## src/rtl/butterfly_dit.sv

```systemverilog
// butterfly_dit: radix-2 DIT butterfly, two multipliers shared over two phases.
// Accept at E0, phase A at E1, phase B at E2, twiddle product at E3, outputs at E4.
module butterfly_dit #(
   parameter int DATA_WIDTH   = 32,
   parameter int FACTOR_WIDTH = 16,
   parameter int FRAC_BITS    = 14,
   parameter int SCALE        = 0
) (
   input  logic                      clk,
   input  logic                      rst,
   input  logic                      in_valid,
   output logic                      in_ready,
   input  logic [2*DATA_WIDTH-1:0]   in_x0,
   input  logic [2*DATA_WIDTH-1:0]   in_x1,
   input  logic [2*FACTOR_WIDTH-1:0] w,
   output logic                      out_valid,
   output logic [2*DATA_WIDTH-1:0]   out_x0,
   output logic [2*DATA_WIDTH-1:0]   out_x1
);
   localparam int DW = DATA_WIDTH;
   localparam int FW = FACTOR_WIDTH;
   localparam int PW = DW + FW;
   logic                 rdy_q, va_q, vb_q, vt_q, vs_q, vo_q;
   logic signed [DW-1:0] x0r_q, x0i_q, x1r_q, x1i_q;
   logic signed [FW-1:0] wr_q, wi_q;
   logic signed [DW-1:0] ar_q, ai_q, br_q, bi_q;
   logic signed [DW-1:0] x0br_q, x0bi_q, x0tr_q, x0ti_q, tr_q, ti_q;
   logic [2*DW-1:0]      out_x0_q, out_x1_q;
   logic                 acc;
   logic signed [DW-1:0] ma;
   logic signed [FW-1:0] mb1, mb2;
   logic signed [PW-1:0] p1, p2;
   logic signed [DW-1:0] q1, q2;
   logic signed [DW:0]   s0r_d, s0i_d, s1r_d, s1i_d;
   logic [2*DW-1:0]      out_x0_d, out_x1_d;
   assign in_ready  = rdy_q & ~rst;
   assign acc       = in_valid & in_ready;
   assign out_valid = vo_q;
   assign out_x0    = out_x0_q;
   assign out_x1    = out_x1_q;
   // phase A feeds x1_r (times w_r, w_i); phase B feeds x1_i (times w_i, w_r)
   assign ma  = va_q ? x1r_q : x1i_q;
   assign mb1 = va_q ? wr_q : wi_q;
   assign mb2 = va_q ? wi_q : wr_q;
   assign p1  = ma * mb1;
   assign p2  = ma * mb2;
   assign q1  = p1[DW+FRAC_BITS-1:FRAC_BITS];
   assign q2  = p2[DW+FRAC_BITS-1:FRAC_BITS];
   always_comb begin
      s0r_d    = {x0tr_q[DW-1], x0tr_q} + {tr_q[DW-1], tr_q};
      s0i_d    = {x0ti_q[DW-1], x0ti_q} + {ti_q[DW-1], ti_q};
      s1r_d    = {x0tr_q[DW-1], x0tr_q} - {tr_q[DW-1], tr_q};
      s1i_d    = {x0ti_q[DW-1], x0ti_q} - {ti_q[DW-1], ti_q};
      out_x0_d = SCALE != 0 ? {s0r_d[DW:1], s0i_d[DW:1]} : {s0r_d[DW-1:0], s0i_d[DW-1:0]};
      out_x1_d = SCALE != 0 ? {s1r_d[DW:1], s1i_d[DW:1]} : {s1r_d[DW-1:0], s1i_d[DW-1:0]};
   end
   always_ff @(posedge clk) begin
      if (rst) begin
         rdy_q    <= 1'b1;
         {va_q, vb_q, vt_q, vs_q, vo_q} <= '0;
         {x0r_q, x0i_q, x1r_q, x1i_q, wr_q, wi_q} <= '0;
         {ar_q, ai_q, br_q, bi_q} <= '0;
         {x0br_q, x0bi_q, x0tr_q, x0ti_q, tr_q, ti_q} <= '0;
         out_x0_q <= '0;
         out_x1_q <= '0;
      end else begin
         rdy_q <= ~acc;
         va_q  <= acc;
         vb_q  <= va_q;
         vt_q  <= vb_q;
         vs_q  <= vt_q;
         vo_q  <= vs_q;
         if (acc) begin
            {x0r_q, x0i_q} <= in_x0;
            {x1r_q, x1i_q} <= in_x1;
            {wr_q, wi_q}   <= w;
         end
         if (va_q) begin
            ar_q <= q1;
            ai_q <= q2;
         end
         // x0 leaves the hold register here, before a following accept can overwrite it
         if (vb_q) begin
            br_q   <= q1;
            bi_q   <= q2;
            x0br_q <= x0r_q;
            x0bi_q <= x0i_q;
         end
         if (vt_q) begin
            tr_q   <= ar_q - br_q;
            ti_q   <= ai_q + bi_q;
            x0tr_q <= x0br_q;
            x0ti_q <= x0bi_q;
         end
         if (vs_q) begin
            out_x0_q <= out_x0_d;
            out_x1_q <= out_x1_d;
         end
      end
   end
endmodule

```

## config.mk

```make
export PLATFORM = sky130hd
export DESIGN_NAME = butterfly_dit
export DESIGN_NICKNAME = d
export VERILOG_FILES = /design/src/rtl/butterfly_dit.sv
export SDC_FILE = /design/constraint.sdc
export NUM_CORES = 2
export LEC_CHECK = 0
export CELL_PAD_IN_SITES_DETAIL_PLACEMENT = 0
export CELL_PAD_IN_SITES_GLOBAL_PLACEMENT = 1
export CORE_ASPECT_RATIO = 0.5
export CORE_UTILIZATION = 52
export DETAILED_ROUTE_END_ITERATION = 7
export GPL_TIMING_DRIVEN = 0
export PLACE_DENSITY = 0.91
export REMOVE_ABC_BUFFERS = 1
export SYNTH_ARGS = -nofsm -noshare
export SYNTH_HDL_FRONTEND = slang
export SYNTH_SLANG_ARGS = --single-unit
```

## constraint.sdc

```tcl
create_clock -name clk -period 22 [get_ports clk]
set_input_delay 4.4 -clock clk [delete_from_list [all_inputs] [get_ports clk]]
set_output_delay 4.4 -clock clk [all_outputs]
set_load 0.01 [all_outputs]
```

Where the registers sit:
The bar under the picture is 200 microns long. Other sequential cells in the stronger gray, the rest of the logic in the fainter gray.
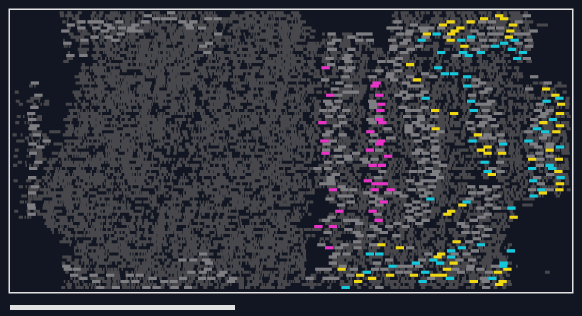
- cyan: out_x1 (flops 62; where a column on the right)
- yellow: out_x0 (flops 64)
- magenta: ai_q (flops 32)
proportion of cell area occupied by registers: 17.1%
Seq power: 0.00123 W
sequential cell area in the final layout: 12,300 sq um
core utilization of the finished layout: 58.0%

Congestion heat map:
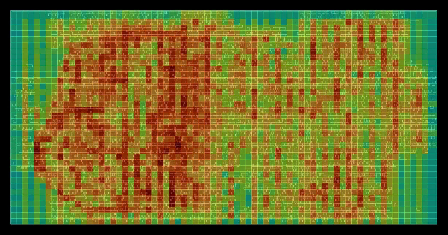
met2 layer usage reported by global route: 44.8%
post-detailed-route wirelength per cell: 19.7 microns
All-Layer GR Usage: 29.3%

Routed metal, one color a layer:
Only two layers are drawn.
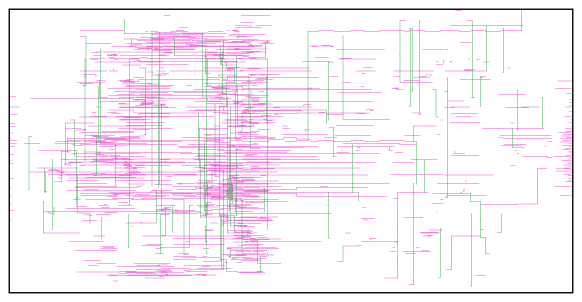
- green: met4 (wire length 5,100 microns)
- magenta: met3 (wire length 19,700 microns)
Vias: 51,300
final wirelength: 184 mm

==> results.txt <==
run results: cell count along the critical path 5, family of cells with the greatest summed delay on the critical path buffers and inverters, most used logic cell in the final layout sky130_fd_sc_hd__inv_1, number of nets in the layout 9,151, distinct cell type count of the synthesized netlist 98, run status finished with violations, Synth Warn # 0, Final Cell Area 71,600 sq um, Main area contributors sky130_fd_sc_hd__fa_1 29%, sky130_fd_sc_hd__dfxtp_1 19%, sky130_fd_sc_hd__ha_1 7.8%, sky130_fd_sc_hd__inv_1 7.5%, sky130_fd_sc_hd__nand2_1 6.1%, proportion of power drawn by the clock network 25.6%, worst-case setup slack after placement 11,160 ps, core area 123,000 sq um, number of clock sinks seen by CTS 612, CTS clock-pin slew for the worst setup and hold paths 70 ps, dominant register cell in the synthesized netlist sky130_fd_sc_hd__dfxtp_1, post-synthesis async set-or-reset flop share 0%, cell mode on critical path sky130_fd_sc_hd__buf_16, top logic cells by instance count in the layout 1,288 x sky130_fd_sc_hd__inv_1, 1,051 x sky130_fd_sc_hd__nand2_1, 949 x sky130_fd_sc_hd__nor2_1, DR iter-0 viols 4,144, type of the worst setup path in2out, capture point of the worst path in_ready, final number of max-transition violations 1, cell group occupying the most layout area logic gates, Max Clock Freq 0.0924 GHz, Placed Instances 9,251, violations in the final reports max-capacitance violations, max-slew violations, net switching share of the total power 42.1%, Buffers, non-clock 341, buffer depth of the longest clock path 3, worst-path fanout max 121, final weighted congestion in routability-driven placement 0.953, TritonCTS clock tree yes, category of the worst setup path capture point primary output, Placed Instance Area 69,500 sq um, Comb area share 64.8%, Internal 0.00253 W, Leakage 31.3 nW, Core Rows 91, number of max-capacitance violations reported 3, Clock Tree Root sky130_fd_sc_hd__clkbuf_16, vias in the first global route 50,700, routed via count divided by cell count 5.48, required time of the worst setup path 17,600 ps, met2 wire length 78.7 mm, Max-slew headroom -0.0792%, endpoint of the lowest-slack register-to-register path bi_q[24], HPWL Detailed 141 mm
Wires at chosen ports, followed through buffers:
The bar under the picture is 200 microns long.
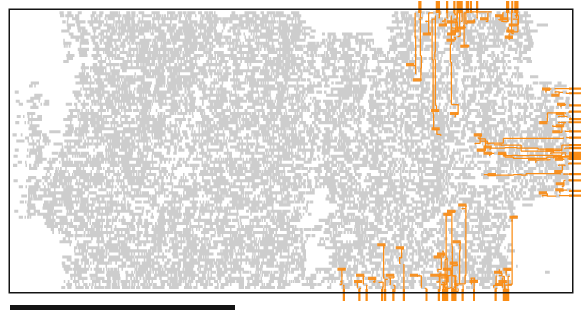
- orange: out_x0 (bits 64; direction output; edge 24 south, 20 east, 20 north; end cells 64; buffers 64; wire 2,420 microns)
I/O pin cnt: 293
PortBufs: 292

M1 wires:
The bar under the picture is 200 microns long. Supply wires on this layer in gray. Cells faint in the background.
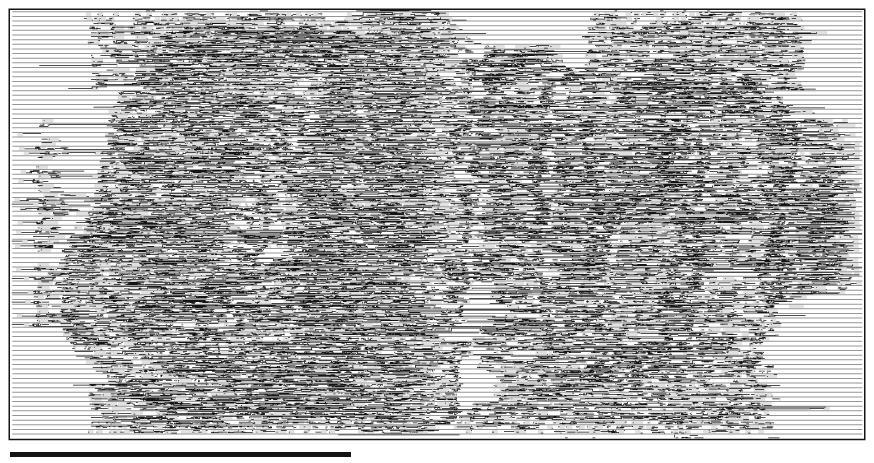
- longest straight run: 95.7 microns
- main direction: horizontal
- share of all routed wire: 44%
- wire length on this layer: 80.5 mm
- nets with wire on the layer: 8,462
met1 routing resource usage after global routing: 40.3%

[kinds of logic (layout without fill, tap and decap cells)]
kind of cell / after synthesis / count (layout) / synth area share (%)
AOI/OAI and AO/OA: 1033 / 1033 / 10.4
xor gates and xnor gates: 201 / 201 / 2.72
adders and majority gates: 1350 / 1350 / 37.1
buffers and inverters: 1684 / 1742 / 9.83
DFF: 612 / 612 / 19.0
muxes: 361 / 361 / 5.73
other: 0 / 3 / 0
and+or+nand+nor: 2385 / 2385 / 15.2
[power by group through the flow]
stage | registers, W | logic, W | clock network (W)
finish | 0.00123 | 0.00202 | 0.00112
floorplan | 0.00124 | 0.00130 | 0
global route | 0.00123 | 0.00223 | 0.00118
global placement | 0.00126 | 0.00193 | 0
detailed placement | 0.00125 | 0.00198 | 0
CTS | 0.00123 | 0.00198 | 0.00114
Power is estimated from default activity; no workload was simulated.
